Supply network:
Scale: 3 px per µm. Pins as bars on the die edge.
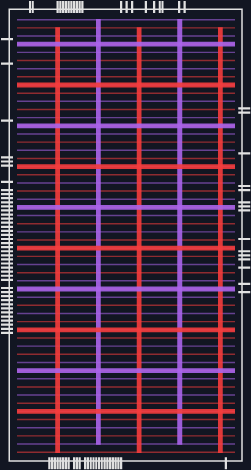
Clock routing:
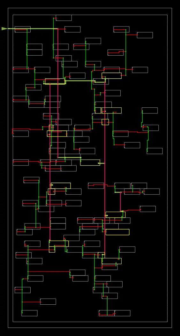
Cell area per tile:
Scale: 3 px per µm. The die is cut into 8 by 15 equal tiles; black is low, pale yellow is high, 0 to 100% covered.
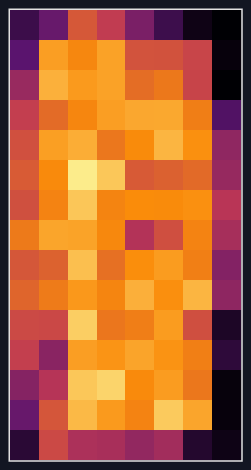
M2 wires:
Scale: 3 px per µm.
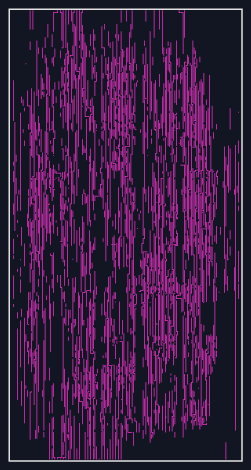
`src/rtl/vga_rect_fill.sv`:
```
`default_nettype none
// ============================================================================
// Module      : vga_rect_fill
// Description : Filled-rectangle draw engine; writes one colour to every pixel
//               of a rectangle over an Avalon-MM write master.
//               Optional clipping build: define VGA_RECT_FILL_CLIP_EN.
// Revision    : 1.0 - initial release
// ============================================================================
module vga_rect_fill #(
    parameter int AVN_AW    = 19,
    parameter int AVN_DW    = 16,
    parameter int H_DISPLAY = 640,
    parameter int V_DISPLAY = 480,
    parameter int CW        = 10
) (
    input  logic                sys_clk,
    input  logic                sys_rst,
    input  logic                cmd_valid,
    output logic                cmd_ready,
    input  logic [CW-1:0]       cmd_x0,
    input  logic [CW-1:0]       cmd_y0,
    input  logic [CW-1:0]       cmd_x1,
    input  logic [CW-1:0]       cmd_y1,
    input  logic [AVN_DW-1:0]   cmd_color,
    input  logic                cmd_abort,
    output logic                busy,
    output logic                done,
    output logic                cmd_err,
    output logic                framebuffer_avn_write,
    output logic                framebuffer_avn_read,
    output logic [AVN_AW-1:0]   framebuffer_avn_address,
    output logic [AVN_DW-1:0]   framebuffer_avn_writedata,
    output logic [AVN_DW/8-1:0] framebuffer_avn_byteenable,
    input  logic                framebuffer_avn_waitrequest
);

    localparam logic [CW-1:0]     C_XMAX = CW'(H_DISPLAY - 1);
    localparam logic [CW-1:0]     C_YMAX = CW'(V_DISPLAY - 1);
    localparam logic [AVN_AW-1:0] C_HD   = AVN_AW'(H_DISPLAY);

    typedef enum logic [1:0] {
        S_IDLE  = 2'd0,
        S_SETUP = 2'd1,
        S_WRITE = 2'd2,
        S_DONE  = 2'd3
    } state_t;

    state_t              state_q, state_d;
    logic [CW-1:0]       x0_q, x0_d, y0_q, y0_d, x1_q, x1_d, y1_q, y1_d;
    logic [CW-1:0]       x_q, x_d, y_q, y_d;
    logic [AVN_AW-1:0]   row_q, row_d;
    logic [AVN_DW-1:0]   color_q, color_d;
    logic                err_q, err_d;
    logic                abort_q, abort_d;

    logic                w_order_err, w_range_err;
    logic [CW-1:0]       w_x0c, w_y0c, w_x1c, w_y1c;

    assign w_order_err = (cmd_x0 > cmd_x1) || (cmd_y0 > cmd_y1);

`ifdef VGA_RECT_FILL_CLIP_EN
    assign w_range_err = 1'b0;
    assign w_x0c = (x0_q > C_XMAX) ? C_XMAX : x0_q;
    assign w_x1c = (x1_q > C_XMAX) ? C_XMAX : x1_q;
    assign w_y0c = (y0_q > C_YMAX) ? C_YMAX : y0_q;
    assign w_y1c = (y1_q > C_YMAX) ? C_YMAX : y1_q;
`else
    assign w_range_err = (cmd_x0 > C_XMAX) || (cmd_x1 > C_XMAX) ||
                         (cmd_y0 > C_YMAX) || (cmd_y1 > C_YMAX);
    assign w_x0c = x0_q;
    assign w_x1c = x1_q;
    assign w_y0c = y0_q;
    assign w_y1c = y1_q;
`endif

    always_ff @(posedge sys_clk) begin
        if (sys_rst) begin
            state_q <= S_IDLE;
            x0_q    <= '0;
            y0_q    <= '0;
            x1_q    <= '0;
            y1_q    <= '0;
            x_q     <= '0;
            y_q     <= '0;
            row_q   <= '0;
            color_q <= '0;
            err_q   <= 1'b0;
            abort_q <= 1'b0;
        end else begin
            state_q <= state_d;
            x0_q    <= x0_d;
            y0_q    <= y0_d;
            x1_q    <= x1_d;
            y1_q    <= y1_d;
            x_q     <= x_d;
            y_q     <= y_d;
            row_q   <= row_d;
            color_q <= color_d;
            err_q   <= err_d;
            abort_q <= abort_d;
        end
    end

    always_comb begin
        state_d = state_q;
        x0_d    = x0_q;
        y0_d    = y0_q;
        x1_d    = x1_q;
        y1_d    = y1_q;
        x_d     = x_q;
        y_d     = y_q;
        row_d   = row_q;
        color_d = color_q;
        err_d   = 1'b0;
        abort_d = abort_q;
        unique case (state_q)
            S_IDLE: begin
                if (cmd_valid) begin
                    x0_d    = cmd_x0;
                    y0_d    = cmd_y0;
                    x1_d    = cmd_x1;
                    y1_d    = cmd_y1;
                    color_d = cmd_color;
                    if (w_order_err || w_range_err) begin
                        err_d = 1'b1;
                    end else begin
                        state_d = S_SETUP;
                    end
                end
            end
            S_SETUP: begin
                // The only multiply; the WRITE loop advances rows by addition.
                x0_d    = w_x0c;
                x1_d    = w_x1c;
                y0_d    = w_y0c;
                y1_d    = w_y1c;
                x_d     = w_x0c;
                y_d     = w_y0c;
                row_d   = AVN_AW'(w_y0c) * C_HD;
                abort_d = 1'b0;
                state_d = S_WRITE;
            end
            S_WRITE: begin
                if (!framebuffer_avn_waitrequest) begin
                    if (abort_q || cmd_abort || (x_q == x1_q && y_q == y1_q)) begin
                        state_d = S_DONE;
                    end else if (x_q != x1_q) begin
                        x_d = x_q + CW'(1);
                    end else begin
                        x_d   = x0_q;
                        y_d   = y_q + CW'(1);
                        row_d = row_q + C_HD;
                    end
                end else if (cmd_abort) begin
                    // Stalled write must still complete before stopping.
                    abort_d = 1'b1;
                end
            end
            S_DONE: begin
                abort_d = 1'b0;
                state_d = S_IDLE;
            end
            default: state_d = S_IDLE;
        endcase
    end

    assign cmd_ready                  = (state_q == S_IDLE);
    assign busy                       = (state_q != S_IDLE);
    assign done                       = (state_q == S_DONE);
    assign cmd_err                    = err_q;
    assign framebuffer_avn_write      = (state_q == S_WRITE);
    assign framebuffer_avn_read       = 1'b0;
    assign framebuffer_avn_address    = row_q + AVN_AW'(x_q);
    assign framebuffer_avn_writedata  = color_q;
    assign framebuffer_avn_byteenable = '1;

endmodule
`default_nettype wire

```
`config.mk`:
```
export PLATFORM = sky130hd
export DESIGN_NAME = vga_rect_fill
export DESIGN_NICKNAME = d
export VERILOG_FILES = /design/src/rtl/vga_rect_fill.sv
export SDC_FILE = /design/constraint.sdc
export NUM_CORES = 1
export LEC_CHECK = 0
export CORE_ASPECT_RATIO = 2
export CORE_MARGIN = 2
export CORE_UTILIZATION = 53
export DETAILED_ROUTE_END_ITERATION = 6
export PLACE_DENSITY = 0.81
export SYNTH_ARGS = -nofsm -noshare
export SYNTH_HDL_FRONTEND = slang
export SYNTH_SLANG_ARGS = --single-unit
```
`constraint.sdc`:
```
create_clock -name sys_clk -period 3.3 [get_ports sys_clk]
set_clock_uncertainty 0.2 [all_clocks]
set_input_delay 0.495 -clock sys_clk [delete_from_list [all_inputs] [get_ports sys_clk]]
set_output_delay 0.495 -clock sys_clk [all_outputs]
set_load 0.01 [all_outputs]
```
==> results.yml <==
# generated from flow reports
outcome:
  status: "complete, no violations"
layout:
  fill_cells: 933
  drive_gt1_frac: 0.0593
  nNetsFinal: 930
  layout_top_cells: "143 x nand2_1, 99 x clkdlybuf4s50_1, 91 x a21oi_1, 91 x dfxtp_1, 45 x ha_1"
  clkCellAreaFrac: 0.0428
  buf_share: 0.153
  mostFrequentLayoutCell: "nand2_1"
  antenna_cells: 0
  syn2layout_area_growth_pct: 24.5
  flop_area_um2: 1840
  clockBufferCount: 9
sta:
  maxSlewViolCount: 0
  finalSetupViolations: 0
  finalCritPeriodShare: 0.960
  max_freq_ghz: 0.316
  slew_headroom: 0.303
  timing.hold.ws_ns: 0.203
  setup_tns_ns: 0
  worst_pin_slew_ns: 1.04
  hold_viol_final: 0
clock_network:
  cts_setup_buffers: 0
  cts_tree: "built"
  cts.sinks: 92
  clk_latency_ns: 0.35
  holdBufCountCts: 0
  clockRootBuffer: "clkbuf_16"
  cts-resized-gates: 3
  cts_buffers: 9
logic_synthesis:
  synth_flops: 92
  synthesis.area_um2: 5660
  synth_cell_types: 62
  adder_share: 0.107
  xor_share: 0.0619
  synthMuxAreaShare: 0.00708
pwr:
  ir_worst_vdd_mv: 0.411
  power_leakage_nw: 2.80
route:
  final_antenna_net_count: 0
  drc: 0
  first_iter_violations: 295
  wl_mm: 16.8
  vias: 5742
  dr.pass1.iters: 5
  wl_per_cell_um: 17.4
grt:
  grt_remaining_overflow: 0
  grt_use_total: 0.297
  grt_pass1_wl_mm: 27.1
  grt_antenna_before_repair: 0
die:
  die_h_um: 150
  initCoreUtil: 0.540
  rows: 53
  core_area_um2: 10500
  top_level_ports: 104
setup_path:
  cp.arrival_ns: 2.47
  slowest_stage: "clkdlybuf4s50_1"
  required_ns: 2.60
  cp_max_fo: 5
  end_kind: "primary output"
  worstSetupStartpointType: "register"
  cp_top_family: "buffers and inverters"
place:
  dp_hpwl_mm: 12.5
  routabilityCongestion: 0.933
Notes on 'supply network' above:
| net | colour |
|---|---|
| VDD | purple |
| VSS | red |
rows: 53
met5 straps: 10
met1 rails: 54
signal pins: 104
met4 straps: 5

Notes on 'clock routing' above:
P_clk: 1.05 mW
Seq Cell Count: 92

Notes on 'cell area per tile' above:
nearly empty tiles: 4.2%
fullest tile: 96%
mean over tiles: 59%
tiles over 75% full: 32%

Notes on 'M2 wires' above:
main direction: vertical
nets with wire on the layer: 792
wire length on this layer: 8830 µm

cell families after synthesis:
kind of cell / after synthesis
fa+ha+maj: 48
buf+inv: 83
flops: 92
xor+xnor: 40
simple gates: 291
mux: 4
other cells: 2
compound gates: 185
final timing paths:
check                                                     to  cells past startpoint  slack [ns]                         start
worst max-delay path             framebuffer_avn_address[18]                      8        0.13                      row_q[8]
worst min-delay path                               row_q[17]                      2        0.20                       sys_rst
worst max register to register                     row_q[18]                     10        0.36                      w_y0c[1]
worst min register to register  framebuffer_avn_writedata[0]                      2        0.25  framebuffer_avn_writedata[0]
stage by stage:
step	area (µm²)	setup slack, ns	std cells	total power, mW	utilization
2_1_floorplan	5670	0.729	747	2.66	-
3_3_place_gp	6700	0.383	947	3.29	0.639
3_5_place_dp	6700	0.293	947	3.35	0.639
4_1_cts	7010	0.0437	963	4.40	0.669
5_1_grt	7040	-0.00339	963	4.68	0.672
6_report	7040	0.131	963	4.42	0.672
metal layers:
layer	wire, µm	track usage	up-vias
li1	-	-	2739
met4	1230	0.238	0
met1	5940	0.294	2663
met5	0	0	-
met2	8830	0.554	263
met3	760	0.0294	77
report_power, final:
part	switching (mW)	internal, mW	leakage (nW)	total (mW)
clock	0.459	0.591	0.142	1.05
sequential	0.242	1.33	0.754	1.58
combinational	1.00	0.794	1.91	1.80
total	1.70	2.72	2.80	4.42
synth_stat cells, types with 2 or more instances:
| library cell | n | area (µm²) |
|---|---|---|
| o22ai_1 | 5 | 31.3 |
| o41ai_1 | 2 | 17.5 |
| and2_1 | 10 | 62.6 |
| o22a_1 | 2 | 17.5 |
| a21o_1 | 4 | 30.0 |
| nor3b_1 | 5 | 37.5 |
| nand3_1 | 22 | 110 |
| o21ai_0 | 33 | 165 |
| clkbuf_1 | 33 | 124 |
| ha_1 | 47 | 588 |
| buf_2 | 4 | 20.0 |
| a211oi_1 | 9 | 67.6 |
| inv_1 | 34 | 128 |
| buf_1 | 4 | 15.0 |
| xnor2_1 | 25 | 219 |
| nor4_1 | 4 | 25.0 |
| buf_6 | 2 | 22.5 |
| mux2i_1 | 4 | 40.0 |
| or3_1 | 6 | 37.5 |
| nor2_1 | 43 | 161 |
| nor2b_1 | 6 | 37.5 |
| nand2_1 | 144 | 541 |
| xor2_1 | 15 | 131 |
| conb_1 | 2 | 7.51 |
| and3_1 | 13 | 81.3 |
| a31oi_1 | 8 | 50.1 |
| nor3_1 | 14 | 70.1 |
| o211ai_1 | 3 | 22.5 |
| a21oi_1 | 92 | 460 |
| o21a_1 | 2 | 15.0 |
| o21bai_1 | 3 | 22.5 |
| o221ai_1 | 3 | 26.3 |
| dfxtp_1 | 92 | 1840 |
| buf_4 | 5 | 37.5 |
| a211oi_2 | 3 | 37.5 |
| o31ai_1 | 3 | 22.5 |
| a41o_1 | 2 | 20.0 |
| nand4_1 | 13 | 81.3 |
sequential cells by signal, indices dropped and copies added, names as in the netlist:
| signal | flops |
|---|---|
| abort_q | 1 |
| cmd_err | 1 |
| framebuffer_avn_writedata | 16 |
| row_q | 12 |
| state_q | 2 |
| w_x0c | 10 |
| w_x1c | 10 |
| w_y0c | 10 |
| w_y1c | 10 |
| x_q | 10 |
| y_q | 10 |
Power and IR drop assume default switching activity.
